$ cat config.mk
export PLATFORM = sky130hd
export DESIGN_NAME = lpc_frame_scheduler
export DESIGN_NICKNAME = d
export VERILOG_FILES = /design/src/rtl/lpc_enc_pkg.sv /design/src/rtl/lpc_out_skid.sv /design/src/rtl/lpc_frame_scheduler.sv
export SDC_FILE = /design/constraint.sdc
export NUM_CORES = 1
export LEC_CHECK = 0
export CAP_MARGIN = 20
export CORE_MARGIN = 3
export CORE_UTILIZATION = 52
export CTS_CLUSTER_DIAMETER = 60
export DETAILED_ROUTE_END_ITERATION = 10
export PLACE_DENSITY_LB_ADDON = 0.3
export SETUP_SLACK_MARGIN = 0.5
export SKIP_LAST_GASP = 1
export SYNTH_ARGS = -nofsm -noshare
export SYNTH_HDL_FRONTEND = slang
export SYNTH_SLANG_ARGS = --single-unit
$ cat constraint.sdc
create_clock -name ACLK -period 7.75 [get_ports ACLK]
set_clock_uncertainty 0.2 [all_clocks]
set_input_delay 2.325 -clock ACLK [delete_from_list [all_inputs] [get_ports ACLK]]
set_output_delay 2.325 -clock ACLK [all_outputs]
set_load 0.005 [all_outputs]
$ cat src/rtl/lpc_enc_pkg.sv
// lpc_enc_pkg: shared state encoding and defaults for the LPC frame scheduler
package lpc_enc_pkg;
  typedef enum logic [1:0] {IDLE, BURST, DRAIN} state_t;
  localparam int DATA_WIDTH_DEF = 16;
  localparam int FRAME_LEN_DEF = 64;
endpackage

$ cat src/rtl/lpc_out_skid.sv
// lpc_out_skid: 2-entry output buffer holding data plus a last flag per word
module lpc_out_skid #(
  parameter int W = 16
) (
  input  logic         clk,
  input  logic         rst_n,
  input  logic         push,
  input  logic [W-1:0] push_data,
  input  logic         push_last,
  input  logic         pop,
  output logic [W-1:0] data,
  output logic         last,
  output logic [1:0]   cnt
);
  logic [W-1:0] tail_data;
  logic         tail_last;
  always_ff @(posedge clk or negedge rst_n) begin
    if (!rst_n) begin
      data      <= '0;
      last      <= 1'b0;
      tail_data <= '0;
      tail_last <= 1'b0;
      cnt       <= 2'd0;
    end else begin
      cnt <= cnt + {1'b0, push} - {1'b0, pop};
      // head only moves on pop or when filling an empty buffer, so it is stable while waiting
      if (pop) begin
        data <= (cnt == 2'd2) ? tail_data : push_data;
        last <= (cnt == 2'd2) ? tail_last : push_last;
      end else if (push && cnt == 2'd0) begin
        data <= push_data;
        last <= push_last;
      end
      if (push && (pop || cnt != 2'd0)) begin
        tail_data <= push_data;
        tail_last <= push_last;
      end
    end
  end
endmodule

$ cat src/rtl/lpc_frame_scheduler.sv
// lpc_frame_scheduler: gathers FIFO samples and releases them as whole, gap-free frames
module lpc_frame_scheduler
  import lpc_enc_pkg::*;
#(
  parameter int DATA_WIDTH = DATA_WIDTH_DEF,
  parameter int FIFO_DEPTH = 128,
  parameter int FRAME_LEN  = FRAME_LEN_DEF,
  parameter int CNT_W      = 16,
  localparam int LW        = $clog2(FIFO_DEPTH) + 1
) (
  input  logic                  ACLK,
  input  logic                  ARESET_N,
  input  logic                  ENABLE,
  input  logic                  S_AXIS_TVALID,
  output logic                  S_AXIS_TREADY,
  input  logic [DATA_WIDTH-1:0] S_AXIS_TDATA,
  output logic                  FIFO_WR_EN,
  output logic [DATA_WIDTH-1:0] FIFO_WR_DATA,
  output logic                  FIFO_RD_EN,
  input  logic [DATA_WIDTH-1:0] FIFO_RD_DATA,
  input  logic                  FIFO_EMPTY,
  input  logic                  FIFO_FULL,
  output logic                  M_AXIS_TVALID,
  input  logic                  M_AXIS_TREADY,
  output logic [DATA_WIDTH-1:0] M_AXIS_TDATA,
  output logic                  M_AXIS_TLAST,
  output logic [LW-1:0]         FILL_LEVEL,
  output logic                  FRAME_DONE,
  output logic [CNT_W-1:0]      FRAME_CNT
);
  if (FRAME_LEN < 1 || FRAME_LEN > FIFO_DEPTH) begin : g_bad_frame_len
    $error("FRAME_LEN must lie in 1..FIFO_DEPTH");
  end
  state_t        state;
  logic [LW-1:0] level, reads;
  logic          inflight, inflight_last, pop, last_rd;
  logic [1:0]    out_cnt;
  logic [2:0]    pend;
  assign S_AXIS_TREADY = ~FIFO_FULL;
  assign FIFO_WR_EN    = S_AXIS_TVALID & ~FIFO_FULL;
  assign FIFO_WR_DATA  = S_AXIS_TDATA;
  assign M_AXIS_TVALID = out_cnt != 2'd0;
  assign pop           = M_AXIS_TVALID & M_AXIS_TREADY;
  // words already owed to the buffer after this cycle's pop; below 2 keeps one read per cycle
  assign pend          = {1'b0, out_cnt} + {2'b0, inflight} - {2'b0, pop};
  assign last_rd       = reads == LW'(FRAME_LEN - 1);
  assign FIFO_RD_EN    = state == BURST && reads < LW'(FRAME_LEN) && level != '0 && pend < 3'd2 && !FIFO_EMPTY;
  assign FRAME_DONE    = pop & M_AXIS_TLAST;
  assign FILL_LEVEL    = level;
  always_ff @(posedge ACLK or negedge ARESET_N) begin
    if (!ARESET_N) begin
      state         <= IDLE;
      level         <= '0;
      reads         <= '0;
      inflight      <= 1'b0;
      inflight_last <= 1'b0;
      FRAME_CNT     <= '0;
    end else begin
      level         <= level + LW'(FIFO_WR_EN) - LW'(FIFO_RD_EN);
      inflight      <= FIFO_RD_EN;
      inflight_last <= FIFO_RD_EN & last_rd;
      if (FRAME_DONE) FRAME_CNT <= FRAME_CNT + CNT_W'(1);
      if (state == IDLE && ENABLE && level >= LW'(FRAME_LEN)) begin
        reads <= '0;
        state <= BURST;
      end else if (state == BURST && FIFO_RD_EN) begin
        reads <= reads + LW'(1);
        if (last_rd) state <= DRAIN;
      end else if (state == DRAIN && FRAME_DONE) begin
        state <= IDLE;
      end
    end
  end
  lpc_out_skid #(.W(DATA_WIDTH)) u_skid (
    .clk       (ACLK),
    .rst_n     (ARESET_N),
    .push      (inflight),
    .push_data (FIFO_RD_DATA),
    .push_last (inflight_last),
    .pop       (pop),
    .data      (M_AXIS_TDATA),
    .last      (M_AXIS_TLAST),
    .cnt       (out_cnt)
  );
endmodule

Fig. 1: met1 routing
Supply wires on this layer in gray.
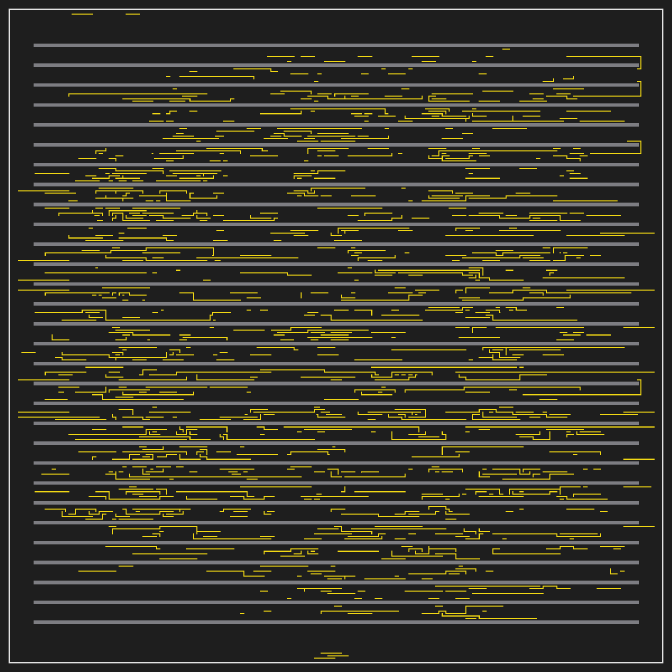
main direction: horizontal
longest straight run: 27.1 um
nets with wire on the layer: 385
share of all routed wire: 46%

Fig. 2: nets reached from selected ports
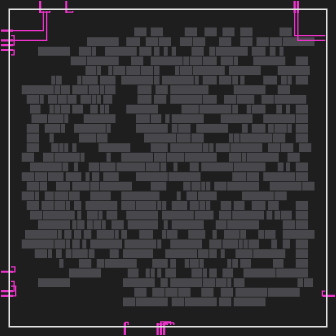
legend:
  S_AXIS_TDATA:
    color: magenta
    direction: input
    end_cells: 0
    wire: 104 um
Buffers on Ports: 68
number of I/O pins: 101

## layout by cell type (no fill, tap or decap), types with 2 or more instances in the layout
master	instances
sky130_fd_sc_hd__nand3b_1	2
sky130_fd_sc_hd__nand4_1	3
sky130_fd_sc_hd__xor2_1	7
sky130_fd_sc_hd__and3_1	5
sky130_fd_sc_hd__o211ai_1	2
sky130_fd_sc_hd__nor4_2	2
sky130_fd_sc_hd__nand2b_1	2
sky130_fd_sc_hd__a21oi_1	2
sky130_fd_sc_hd__a31oi_1	3
sky130_fd_sc_hd__nand3_1	11
sky130_fd_sc_hd__a31o_2	3
sky130_fd_sc_hd__clkdlybuf4s50_1	66
sky130_fd_sc_hd__xnor2_1	12
sky130_fd_sc_hd__dfrtp_1	72
sky130_fd_sc_hd__mux2_2	17
sky130_fd_sc_hd__and4_1	2
sky130_fd_sc_hd__inv_1	22
sky130_fd_sc_hd__o21ai_0	20
sky130_fd_sc_hd__bufinv_16	2
sky130_fd_sc_hd__clkbuf_8	9
sky130_fd_sc_hd__clkinv_4	3
sky130_fd_sc_hd__mux2i_1	19
sky130_fd_sc_hd__o21a_1	3
sky130_fd_sc_hd__nand2_1	36
sky130_fd_sc_hd__nor2_1	14
sky130_fd_sc_hd__buf_4	5
sky130_fd_sc_hd__ha_1	15
## through the flow
stage               cells  worst slack [ps]
CTS                   463               597
global placement      445               262
finish                464               639
detailed placement    445               212
floorplan             320              1320
global route          464               507
## state kept, by name (all words and copies together), names as in the netlist
signal            cells
FILL_LEVEL            8
FRAME_CNT            16
inflight              1
inflight_last         1
reads                 8
state                 2
u_skid.cnt            2
u_skid.data          16
u_skid.last           1
u_skid.tail_data     16
u_skid.tail_last      1
## power by group
group	switching (mW)	internal, mW	total, mW
Sequential	0.0856	0.507	0.592
Combinational	0.321	0.374	0.694
Clock	0.142	0.183	0.325
==> run summary <==
Physical implementation status

STA lists the maximum fanout along the critical path as 3. The number of inserted filler cells in the final layout stands at 492. The critical path buffer and inverter count stands at 4. The number of antenna diodes in the final layout is 0. The most critical setup path has its endpoint at FIFO_RD_EN. The final-layout clock buffer total stands at 10. The run finished with clean final reports. TritonCTS built the clock tree.

The number of synthesized register bits stands at 72. Relative to the synthesized area, the layout overhead comes to 25.0%. In the synthesis report, Yosys lists the chip area as 0.00359 mm2.

The worst setup path is launched from an input port. For reference, the critical path is launched at M_AXIS_TREADY. Setup repair after global routing left no endpoint under its margin. The combinational gate count stands at 203. The non-clock buffer count in the final layout stands at 74.

Yosys reports that the most numerous cell types are 72 x sky130_fd_sc_hd__dfrtp_1, 36 x sky130_fd_sc_hd__nand2_1, 22 x sky130_fd_sc_hd__inv_1. The remaining design rule violation count stands at 0. The relative slew slack stands at 0.393.

The number of hold-repair buffers added at the cts stage stands at 0. The worst VDD IR drop from the latest analysis is 0.000257 V. In the global route stage, met3 resource usage came out at 0.0590.

The highest layer touched by signal routing is met4. Counting buffers and inverters, the worst setup path is 11 cells deep. The number of antenna violations at the first check in global routing came to 0. The effective utilization at floorplan stands at 0.550. The total number of clock tree sinks stands at 72. The timing report gives the clock slew at the launch and capture registers of the worst setup and hold paths as 80 ps. The post-synthesis cell count from yosys stands at 320. The met3 wire length stands at 334 um.

The cell family contributing the most delay on the critical path is buffers and inverters. The skew report gives the latency at the later pin of the worst-skew pair as 340 ps. The OpenROAD report gives the critical path a required time of 5220 ps.

The number of global-route vias before repair is 2501. The met1 usage in global routing stands at 0.238.
Power and IR drop assume default switching activity.
